$ cat src/rtl/dac_mcp4725_update_arbiter.sv
// Round-robin arbiter that shares one MCP4725 DAC among N_REQ requesters and sequences
// 3-byte fast-mode write frames through an I2C write engine with power-up delay, NACK retry and bus gap.
`timescale 1ns/1ps
module dac_mcp4725_update_arbiter #(
  parameter int          N_REQ       = 4,
  parameter logic [6:0]  DAC_ADDR    = 7'h61,
  parameter logic [1:0]  PD_MODE     = 2'b00,
  parameter int          POWERUP_CYC = 250,
  parameter int          GAP_CYC     = 250,
  parameter int          MAX_RETRY   = 2
) (
  input  logic               i_clk,
  input  logic               reset,
  input  logic [N_REQ-1:0]   i_req,
  input  logic [12*N_REQ-1:0] i_code,
  output logic [N_REQ-1:0]   o_grant,
  output logic               o_done,
  output logic               o_err,
  output logic [2:0]         o_owner,
  output logic               o_busy,
  output logic               o_eng_start,
  output logic [23:0]        o_eng_frame,
  input  logic               i_eng_busy,
  input  logic               i_eng_done,
  input  logic               i_eng_nack
);

  typedef enum logic [2:0] {S_PWRUP, S_IDLE, S_LAUNCH, S_WAIT, S_GAP} state_t;

  state_t      state;
  state_t      gap_next;
  logic [15:0] cnt;
  logic [3:0]  retries;
  logic [2:0]  ptr;

  logic [7:0]  req_ext;
  logic [3:0]  cand;
  logic [2:0]  pick_idx;
  logic        pick_vld;
  logic [11:0] pick_code;
  logic [2:0]  ptr_nxt;

  // First set request at or after ptr, scanning with wrap-around.
  always_comb begin
    req_ext  = 8'(i_req);
    pick_idx = '0;
    pick_vld = 1'b0;
    cand     = '0;
    for (int i = 0; i < N_REQ; i++) begin
      cand = {1'b0, ptr} + 4'(i);
      if (cand >= 4'(N_REQ)) cand = cand - 4'(N_REQ);
      if (!pick_vld && req_ext[cand[2:0]]) begin
        pick_vld = 1'b1;
        pick_idx = cand[2:0];
      end
    end
    pick_code = '0;
    for (int k = 0; k < N_REQ; k++) begin
      if (pick_idx == 3'(k)) pick_code = i_code[12*k +: 12];
    end
    ptr_nxt = (pick_idx == 3'(N_REQ-1)) ? 3'd0 : pick_idx + 3'd1;
  end

  always_ff @(posedge i_clk or posedge reset) begin
    if (reset) begin
      state       <= S_PWRUP;
      gap_next    <= S_IDLE;
      cnt         <= '0;
      retries     <= '0;
      ptr         <= '0;
      o_grant     <= '0;
      o_done      <= 1'b0;
      o_err       <= 1'b0;
      o_owner     <= '0;
      o_busy      <= 1'b0;
      o_eng_start <= 1'b0;
      o_eng_frame <= '0;
    end else begin
      o_grant     <= '0;
      o_done      <= 1'b0;
      o_err       <= 1'b0;
      o_eng_start <= 1'b0;
      o_busy      <= 1'b1;
      case (state)
        S_PWRUP: begin
          if (cnt == 16'(POWERUP_CYC-1)) begin
            cnt    <= '0;
            state  <= S_IDLE;
            o_busy <= 1'b0;
          end else begin
            cnt <= cnt + 16'd1;
          end
        end
        S_IDLE: begin
          if (pick_vld) begin
            for (int k = 0; k < N_REQ; k++) o_grant[k] <= (pick_idx == 3'(k));
            o_eng_frame <= {DAC_ADDR, 1'b0, 2'b00, PD_MODE, pick_code};
            o_owner     <= pick_idx;
            ptr         <= ptr_nxt;
            retries     <= '0;
            state       <= S_LAUNCH;
          end else begin
            o_busy <= 1'b0;
          end
        end
        S_LAUNCH: begin
          if (!i_eng_busy) begin
            o_eng_start <= 1'b1;
            state       <= S_WAIT;
          end
        end
        S_WAIT: begin
          if (i_eng_done) begin
            cnt   <= '0;
            state <= S_GAP;
            if (!i_eng_nack) begin
              o_done   <= 1'b1;
              gap_next <= S_IDLE;
            end else if (retries < 4'(MAX_RETRY)) begin
              // Resend the same latched frame; arbitration is not revisited.
              retries  <= retries + 4'd1;
              gap_next <= S_LAUNCH;
            end else begin
              o_err    <= 1'b1;
              gap_next <= S_IDLE;
            end
          end
        end
        S_GAP: begin
          if (cnt == 16'(GAP_CYC-1)) begin
            cnt   <= '0;
            state <= gap_next;
            if (gap_next == S_IDLE) o_busy <= 1'b0;
          end else begin
            cnt <= cnt + 16'd1;
          end
        end
        default: state <= S_PWRUP;
      endcase
    end
  end

endmodule
$ cat config.mk
export PLATFORM = sky130hd
export DESIGN_NAME = dac_mcp4725_update_arbiter
export DESIGN_NICKNAME = d
export VERILOG_FILES = /design/src/rtl/dac_mcp4725_update_arbiter.sv
export SDC_FILE = /design/constraint.sdc
export NUM_CORES = 1
export LEC_CHECK = 0
export CORE_MARGIN = 2
export CORE_UTILIZATION = 60
export CTS_CLUSTER_DIAMETER = 100
export DETAILED_ROUTE_END_ITERATION = 16
export DONT_BUFFER_PORTS = 1
export GPL_TIMING_DRIVEN = 0
export PLACE_DENSITY = 0.76
export SLEW_MARGIN = 20
export SYNTH_ARGS = -nofsm -noshare
export SYNTH_HDL_FRONTEND = slang
export SYNTH_SLANG_ARGS = --single-unit
$ cat constraint.sdc
create_clock -name i_clk -period 4.1 [get_ports i_clk]
set_input_delay 1.025 -clock i_clk [delete_from_list [all_inputs] [get_ports i_clk]]
set_output_delay 1.025 -clock i_clk [all_outputs]
set_load 0.005 [all_outputs]
==> impl_summary.log, run 1 <==
[flow] collecting metrics
[metrics] combinational cell fraction of total power: under 10%
[metrics] max-slew violation count: 0
[metrics] P_leak: 1.47 nW
[metrics] Final min period: 3.82 ns
[metrics] diode insertion count for antenna repair: 0
[metrics] height of the die: 74.4 µm
[metrics] largest net degree at the start of global routing: 34
[metrics] depth of the worst register-to-register path: 15
[metrics] flop count: 52
[metrics] area used by sequential logic in the layout: 1300 µm²
[metrics] met2 wirelength from detailed routing: roughly 3.1 mm
[metrics] residual antenna-violating net count after detailed routing: 0
[metrics] cell with the most instances after synthesis: sky130_fd_sc_hd__dfrtp_1
[metrics] Final TNS setup: 0 ns
[metrics] mean cell area of the mapped netlist: 9.06 µm²
[metrics] sequential share of the synthesized area: 43.8%
[metrics] largest power group: registers
[metrics] number of setup violations in the final report: 0
[metrics] count of input and output buffers: 0
[metrics] status: finished clean
[metrics] Rel. slew slack: 66.9%
[metrics] Filler cells: between 300 and 400
[metrics] final net count: 410
[metrics] launch point of the critical path: ptr[0]
[metrics] Multi-In Gates: 236
[metrics] number of buffers outside the clock class in the layout: 30
[metrics] multiplexer area fraction after synthesis: 5.14%
[metrics] most instantiated cells after synthesis: sky130_fd_sc_hd__dfrtp_1, sky130_fd_sc_hd__nand2_1, sky130_fd_sc_hd__nor2_1
[metrics] power per unit of standard cell area: between 200 and 300 nW/µm²
[metrics] R2R Setup Slk: ~0.28 ns
[metrics] synthesis-to-layout area growth: 9.39%
[metrics] placed inst area: 3110 µm²
[metrics] IR drop worst, VDD: 0.000185 V
[metrics] number of global-route vias before repair: 2,219
Figure 1. Routed clock nets over the placement (run 1).
(8 px per µm)
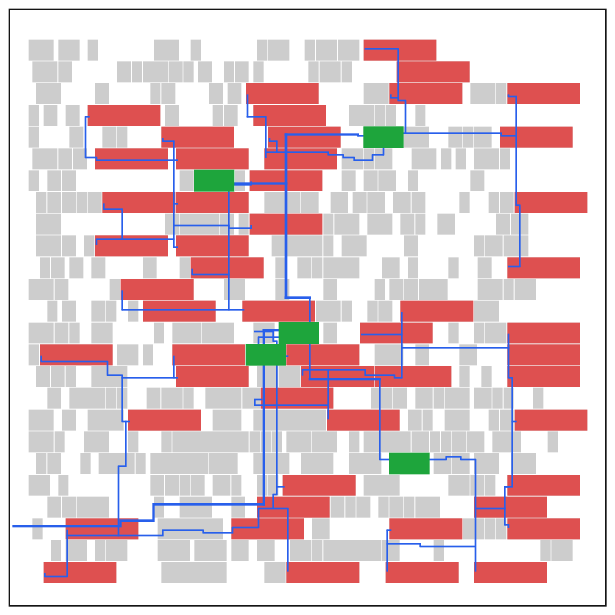
[flip-flops] red | count: 52
[clock wires] blue | length: 582 µm
[clock drivers] green | count: 5
routed clock nets	6

Figure 2. Power grid (run 1).
(6 px per µm) Pins as bars on the die edge.
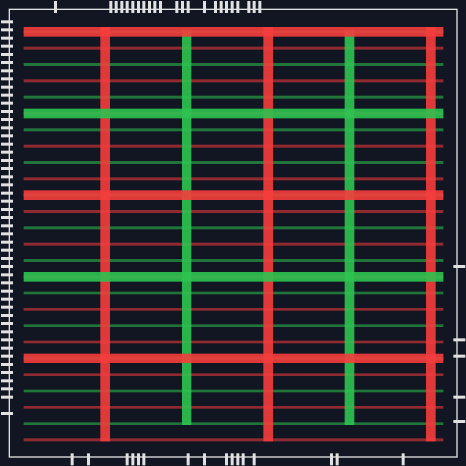
net	colour
VDD	green
VSS	red
signal pins	92
met4 straps	5
rows	25

Figure 3. Routing congestion map (run 1).
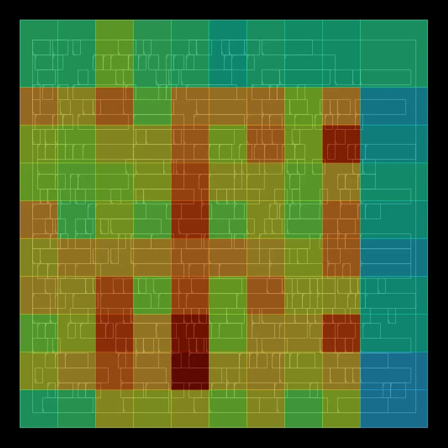
M2 GR Usage: 38.4%
busiest layer in global routing: met2
utilization of the core after routing: 68.4%
all-layer global routing usage: 23.9%

==> run 2, diff against run 1 <==
--- a/config.mk
+++ b/config.mk
@@ -5,6 +5,7 @@
 export SDC_FILE = /design/constraint.sdc
 export NUM_CORES = 1
 export LEC_CHECK = 0
+export CAP_MARGIN = 15
 export CORE_MARGIN = 2
 export CORE_UTILIZATION = 60
 export CTS_CLUSTER_DIAMETER = 100
==> constraint.sdc (replaced) <==
create_clock -name i_clk -period 4.7 [get_ports i_clk]
set_input_delay 1.175 -clock i_clk [delete_from_list [all_inputs] [get_ports i_clk]]
set_output_delay 1.175 -clock i_clk [all_outputs]
set_load 0.005 [all_outputs]
Figure 4. Metal layers overlaid (run 2).
(8 px per µm) Only two layers are drawn.
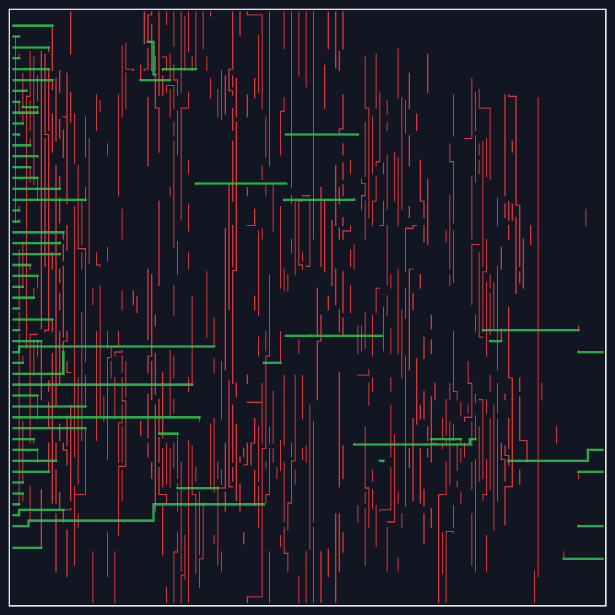
layer	colour	wire length
metal 2	red	2,970 µm
metal 3	green	379 µm

==> impl_summary.log, run 2 <==
[flow] collecting metrics
[metrics] Init Core Util: 62.5% (unchanged)
[metrics] synthesis-to-layout area growth: 7.79% (was 9.39%)
[metrics] placed inst area: 3110 µm² (unchanged)
[metrics] launch point of the critical path: ptr[0] (unchanged)
[metrics] hold crit path type: flip-flop to flip-flop (unchanged)
[metrics] multiplexer area fraction after synthesis: 5.14% (unchanged)
[metrics] global-route met3 utilization: 5.56% (unchanged)
[metrics] met2 wirelength from detailed routing: 2.97 mm (was 3.15 mm)
[metrics] number of buffers outside the clock class in the layout: 30 (unchanged)
[metrics] Pwr Total: 0.789 mW (was 0.910 mW)
[metrics] power per unit of standard cell area: 246 nW/µm² (was 280 nW/µm²)
[metrics] largest power group: registers (unchanged)
[metrics] Rel. slew slack: 67.1% (was 66.9%)
[metrics] Filler cells: 400 (was 393)
[metrics] final net count: 410 (unchanged)
[metrics] height of the die: 74.4 µm (unchanged)
[metrics] total CTS buffers: 5 (unchanged)
[metrics] R2R Setup Slk: 0.53 ns (was 0.28 ns)
[metrics] number of setup violations in the final report: 0 (unchanged)
[metrics] weighted congestion at the end of routability-driven global placement: 0.837 (unchanged)
[metrics] CTS-repair resized insts: 0 (was 1)
[metrics] residual antenna-violating net count after detailed routing: 0 (unchanged)
[metrics] cell with the most instances after synthesis: sky130_fd_sc_hd__dfrtp_1 (unchanged)
[metrics] sequential share of the synthesized area: 43.8% (unchanged)
[metrics] M2 GR Usage: 38.4% (unchanged)
[metrics] combinational cell fraction of total power: 9.5% (was 9.9%)
[metrics] max-slew violation count: 0 (unchanged)
[metrics] depth of the worst register-to-register path: 15 (unchanged)
[metrics] P_leak: 1.45 nW (was 1.47 nW)
[metrics] all-layer global routing usage: 23.9% (unchanged)
[metrics] status: finished clean (unchanged)
[metrics] mean cell area of the mapped netlist: 9.06 µm² (unchanged)
[metrics] area used by sequential logic in the layout: 1300 µm² (unchanged)
[metrics] Yosys warning count: 0 (unchanged)
[metrics] count of input and output buffers: 0 (unchanged)
[metrics] Final min period: 4.17 ns (was 3.82 ns)
[metrics] most instantiated cells after synthesis: sky130_fd_sc_hd__dfrtp_1, sky130_fd_sc_hd__nand2_1, sky130_fd_sc_hd__nor2_1 (unchanged)
[metrics] busiest layer in global routing: met2 (unchanged)
[metrics] diode insertion count for antenna repair: 0 (unchanged)
[metrics] flop count: 52 (unchanged)
[metrics] Final TNS setup: 0 ns (unchanged)
[metrics] Multi-In Gates: 236 (unchanged)
[metrics] largest net degree at the start of global routing: 34 (unchanged)
[metrics] startpoint-to-endpoint class of the critical path: flip-flop to flip-flop (unchanged)
[metrics] number of global-route vias before repair: 2,219 (unchanged)
Figure 5. Routing congestion map (run 2).
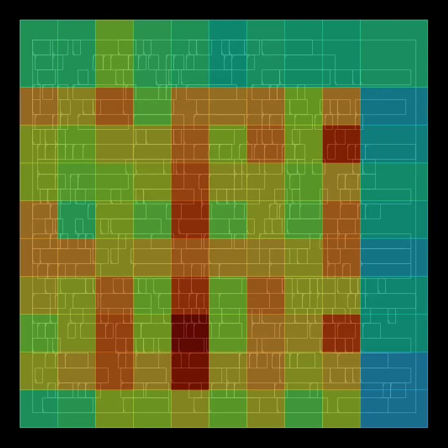
average wire per standard cell: 15.1 µm
utilization of the core after routing: 67.4%

Power and IR drop assume default switching activity.
